$ cat config.mk
export PLATFORM = sky130hd
export DESIGN_NAME = cpu_fetch_unit
export DESIGN_NICKNAME = d
export VERILOG_FILES = /design/src/rtl/cpu_fetch_unit.sv
export SDC_FILE = /design/constraint.sdc
export NUM_CORES = 1
export LEC_CHECK = 0
export CAP_MARGIN = 20
export CORE_MARGIN = 5
export CORE_UTILIZATION = 28
export DETAILED_ROUTE_END_ITERATION = 10
export SYNTH_ARGS = -nofsm -noshare
export SYNTH_HDL_FRONTEND = slang
export SYNTH_SLANG_ARGS = --single-unit
$ cat constraint.sdc
create_clock -name clk -period 5.4 [get_ports clk]
set_input_delay 0.81 -clock clk [delete_from_list [all_inputs] [get_ports clk]]
set_output_delay 0.81 -clock clk [all_outputs]
set_load 0.03 [all_outputs]
$ cat src/rtl/cpu_fetch_unit.sv
// Instruction-fetch stage: owns the fetch PC, issues reads to the synchronous
// instruction memory, buffers returned instructions with their PCs in a small
// prefetch FIFO and hands them to decode over a valid/ready handshake.
//
// Handshake (decode side): id_valid is high whenever the FIFO holds an entry;
// a transfer happens on every cycle where id_valid && id_ready, and the head is
// popped at that clock edge. While id_valid=1 and id_ready=0 the head
// (id_instr/id_pc) stays stable unless a redirect flushes the FIFO.
module cpu_fetch_unit #(
    parameter int IW    = 19,
    parameter int AW    = 10,
    parameter int DEPTH = 4
) (
    input  logic          clk,
    input  logic          reset,
    output logic          imem_req,
    output logic [AW-1:0] imem_addr,
    input  logic [IW-1:0] imem_rdata,
    input  logic          redirect_valid,
    input  logic [AW-1:0] redirect_addr,
    output logic          id_valid,
    output logic [IW-1:0] id_instr,
    output logic [AW-1:0] id_pc,
    input  logic          id_ready
);

    localparam int PW = $clog2(DEPTH);

    logic [AW-1:0] fetch_pc;
    logic          inflight;
    logic [AW-1:0] inflight_pc;

    logic [IW-1:0] fifo_instr [DEPTH];
    logic [AW-1:0] fifo_pc    [DEPTH];
    logic [PW-1:0] wr_ptr;
    logic [PW-1:0] rd_ptr;
    logic [PW:0]   count;

    logic [PW+1:0] credit_used;
    logic          push;
    logic          pop;

    // Credit accounting and handshake decode. A request is only issued when
    // the FIFO is guaranteed to have room for its response one cycle later.
    always_comb begin
        credit_used = {1'b0, count} + {{(PW+1){1'b0}}, inflight};
        imem_req    = !reset && !redirect_valid && (credit_used < (PW+2)'(DEPTH));
        imem_addr   = fetch_pc;
        // A response arriving in a redirect cycle belongs to the wrong path.
        push        = inflight && !redirect_valid;
        id_valid    = (count != '0);
        pop         = id_valid && id_ready;
        id_instr    = fifo_instr[rd_ptr];
        id_pc       = fifo_pc[rd_ptr];
    end

    // Fetch PC and outstanding-request tracking.
    always_ff @(posedge clk) begin
        if (reset) begin
            fetch_pc    <= '0;
            inflight    <= 1'b0;
            inflight_pc <= '0;
        end else begin
            inflight <= imem_req;
            if (redirect_valid) begin
                fetch_pc <= redirect_addr;
            end else if (imem_req) begin
                inflight_pc <= fetch_pc;
                fetch_pc    <= fetch_pc + AW'(1);
            end
        end
    end

    // FIFO pointers and occupancy; a redirect discards everything still queued
    // (a head popped in the same cycle has already been taken by decode).
    always_ff @(posedge clk) begin
        if (reset || redirect_valid) begin
            wr_ptr <= '0;
            rd_ptr <= '0;
            count  <= '0;
        end else begin
            if (push) wr_ptr <= wr_ptr + PW'(1);
            if (pop)  rd_ptr <= rd_ptr + PW'(1);
            case ({push, pop})
                2'b10:   count <= count + (PW+1)'(1);
                2'b01:   count <= count - (PW+1)'(1);
                default: count <= count;
            endcase
        end
    end

    // FIFO storage; cleared on reset so the head never shows X.
    always_ff @(posedge clk) begin
        if (reset) begin
            for (int i = 0; i < DEPTH; i++) begin
                fifo_instr[i] <= '0;
                fifo_pc[i]    <= '0;
            end
        end else if (push) begin
            fifo_instr[wr_ptr] <= imem_rdata;
            fifo_pc[wr_ptr]    <= inflight_pc;
        end
    end

endmodule

Fig. 1: routing congestion map
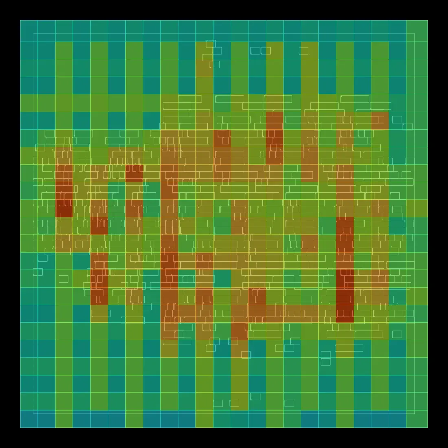
wire length per cell: 17.0 um
grt met3 use: 3.69%

Fig. 2: M3 wires
Scale bar: 50 um.
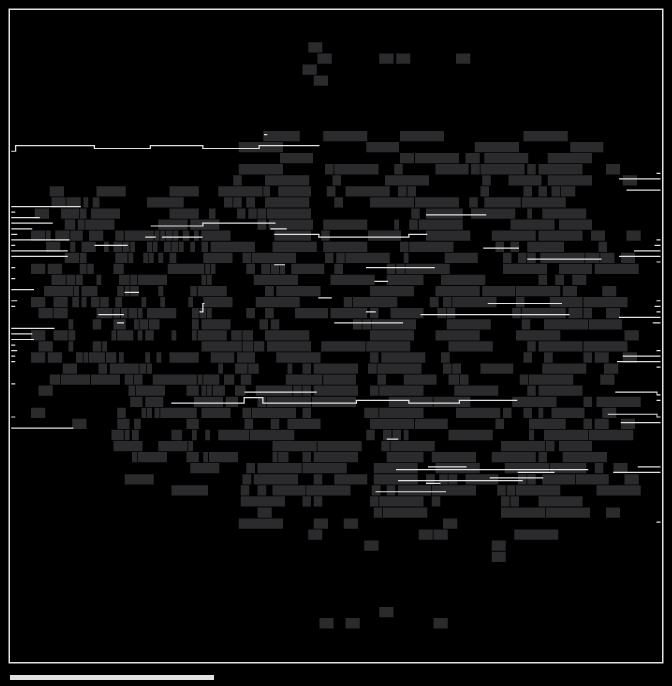
longest straight run: 46.9 um
nets with wire on the layer: 67
via count: 3929
Detailed Route WL: 14000 um

==> out/metrics.csv <==
stage,metric,value,unit
sta,endpoints failing setup,0,
synthesis,sequential-to-total area share from yosys stat,64.7,%
synthesis,Post-synth ARST share,0,%
final_layout,fillcell total,2139,
final_layout,Multi-input gate area,2100,um2
cts,CTS root buf,clkbuf_16,
critical_path,critical path type,input port to primary output,
sta,Tmin final,4.17,ns
cts,CTS resizes,0,
synthesis,ys flops,146,
final_layout,# diodes,0,
sta,unrepaired setup endpoints after global routing,false,
sta,max-slew violations,0,
critical_path,reg-to-reg startpoint,inflight$_SDFF_PP0_,
cts,cts bufs inserted,17,
synthesis,post-synth top area cell,edfxtp_1,
cts,TritonCTS clock tree,yes,
route,DRC errors left,0,
cts,CTS sink cnt,146,
critical_path,critical-path maximum fanout,17,
critical_path,FF-to-FF path depth,4,
final_layout,Area Overhead vs Synth,25.4,%
power,Net Sw Power,0.545,mW
power,leakage power,2.94,nW
cts,clock-pin transition on the worst setup and hold timing paths,0.06,ns
floorplanning,total I/O pin count,74,
route,vias per cell,4.78,
final_layout,Total Nets Final,561,
route,1st-iter DRT viols,245,
synthesis,"count leader, synth",edfxtp_1,
global_route,largest net degree at the start of global routing,90,
sta,setup tns final,0,ns
floorplanning,Core Rows,55,
place,gpl congestion,0.784,
synthesis,Post-Syn Instances,453,
global_route,total grt overflow,0,
sta,relative slew slack,44.5,%
synthesis,Syn Area/Cell,13.9,um2
global_route,vias in the first global route,4134,
synthesis,Post-synth top flop,edfxtp_1,
floorplanning,Core ar.,22400,um2
critical_path,crit path launch,redirect_valid,
floorplanning,total die area,25700,um2
cts,Post-CTS Setup Repair Bufs,0,
synthesis,Post-synth top cells,"edfxtp_1 (116), and3_1 (62), and2_1 (58)",
cts,H-tree Lvls,4,
job,Log Warnings,26,
floorplanning,Die X,160,um
synthesis,post-synth cell types,40,
cts,Skew-Pair Late Insertion Delay,0.42,ns
synthesis,Ys Warns,0,
run_status,status,finished clean,
floorplanning,fp util,28.1,%
synthesis,yosys cell count,453,
global_route,antenna violations before repair,0,
sta,post-layout period usage,77.3,%
final_layout,share of post-route cells with drive strength above 1,13.2,%
cts,Max clock buf depth,2,
power,Total Power,2.50,mW
synthesis,Post-Syn Area,6310,um2
floorplanning,Die H,160,um
sta,setup skew after layout,0.00698,ns
global_route,global-route wire length before repair,22300,um
synthesis,post-synth top area share,55.2,%
synthesis,"Chip Area, Yosys",6310,um2
critical_path,Worst Path Required,4.59,ns
power,worst vdd ir,161,uV
route,first drt pass iteration count,4,
route,Antenna Nets Post-Route,0,
Fig. 3: signal wires on met1
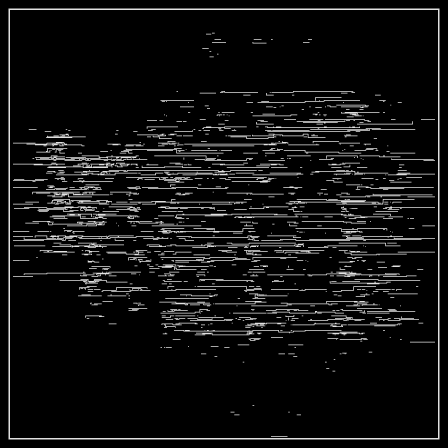
wire length on this layer: 6070 um
main direction: horizontal
longest straight run: 41.9 um
global-route met1 utilization: 14.0%

Fig. 4: where the registers sit
Scale bar: 50 um. Other sequential cells in the stronger gray, the rest of the logic in the fainter gray.
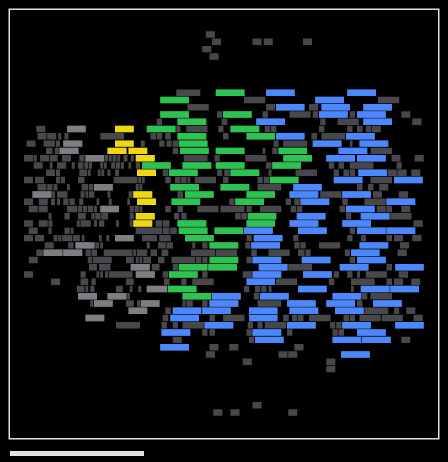
[inflight_pc] yellow | placed flops: 10
[fifo_instr] blue | placed flops: 76
[fifo_pc] green | placed flops: 40
not colored: 20
final core occ: 35.3%
Seq area share: 51.6%
Sequential cell area: 4090 um2
P_seq: 1.27 mW

power by group through the flow:
stage	sequential (mW)	clock (mW)	combinational, mW
2_1_floorplan	1.30	0	0.0937
3_3_place_gp	1.29	0	0.187
3_5_place_dp	1.30	0	0.190
4_1_cts	1.27	1.05	0.191
5_1_grt	1.28	1.11	0.204
6_report	1.27	1.04	0.190
path summary, 6_finish.rpt:
kind                                     end  slack, ns
min              inflight_pc[1]$_SDFFE_PP0P_       0.50
max                                 imem_req       1.23
min reg2reg      inflight_pc[1]$_SDFFE_PP0P_       0.50
max reg2reg  fifo_instr[0][10]$_SDFFCE_PN0P_       3.08
cell families (layout without fill, tap and decap cells):
logic type / after synthesis / count (layout) / share of synthesized area [%]
compound gates: 37 / 37 / 3.45
mux: 32 / 32 / 10.9
flops: 146 / 146 / 64.7
fa+ha+maj: 3 / 3 / 0.713
buf+inv: 39 / 123 / 2.48
xor+xnor: 6 / 6 / 0.832
simple gates: 190 / 190 / 17.0
layout by cell type, fill, tap and decap left out, types with 2 or more instances in the layout:
cell,count
nor3_1,2
clkdlybuf4s50_1,73
nor2_1,8
or3_1,4
inv_1,8
mux2_2,2
clkbuf_1,5
nand3_1,6
xor2_1,4
clkbuf_16,17
a31oi_1,4
nor2b_2,2
ha_1,2
o211ai_1,3
clkinv_2,2
and2_1,58
dfxtp_1,29
and3_1,62
mux4_2,29
a21o_1,2
nand2_1,39
xnor2_1,2
o21ai_0,2
a21oi_1,20
buf_4,9
edfxtp_1,116
clkinv_1,6
registers in the layout, summed over array words and instances, names as in the netlist, named ones only:
name	count
imem_addr	10
inflight_pc	10
rd_ptr	2
fifo_instr	76
count	3
wr_ptr	2
fifo_pc	40
inflight	1
metrics by stage:
| step | instance area, um2 | cells | worst slack, ns | hold WS, ns |
|---|---|---|---|---|
| after floorplan | 6310 | 453 | 1.81 | 0.457 |
| after global placement | 7380 | 790 | 1.34 | 0.480 |
| after detailed placement | 7380 | 790 | 1.25 | 0.496 |
| after CTS | 7890 | 821 | 1.24 | 0.504 |
| after global routing | 7920 | 822 | 0.925 | 0.525 |
| final | 7920 | 822 | 1.23 | 0.503 |
layer usage:
metal	track usage [%]	vias to the layer above	routed length, um
li1	-	1837	-
met1	14.0	1964	6070
met2	18.6	116	6960
met3	3.69	12	817
met4	3.29	0	116
met5	0	-	0
area by class of cell:
class	instances	share of cell area, %
flip-flops and latches	146	51.6
repair buffers	83	10.4
multi-input cells	268	26.6
clock inverters	9	0.838
clock buffers	22	5.61
inverters	9	0.427
well taps	285	4.51
critical path, stage by stage:
cell and delay, ns:
clkdlybuf4s50_1 0.80, nor3_1 0.15, nand2_1 0.38, clkinv_1 0.49, clkdlybuf4s50_1 0.73
Power and IR drop assume default switching activity.
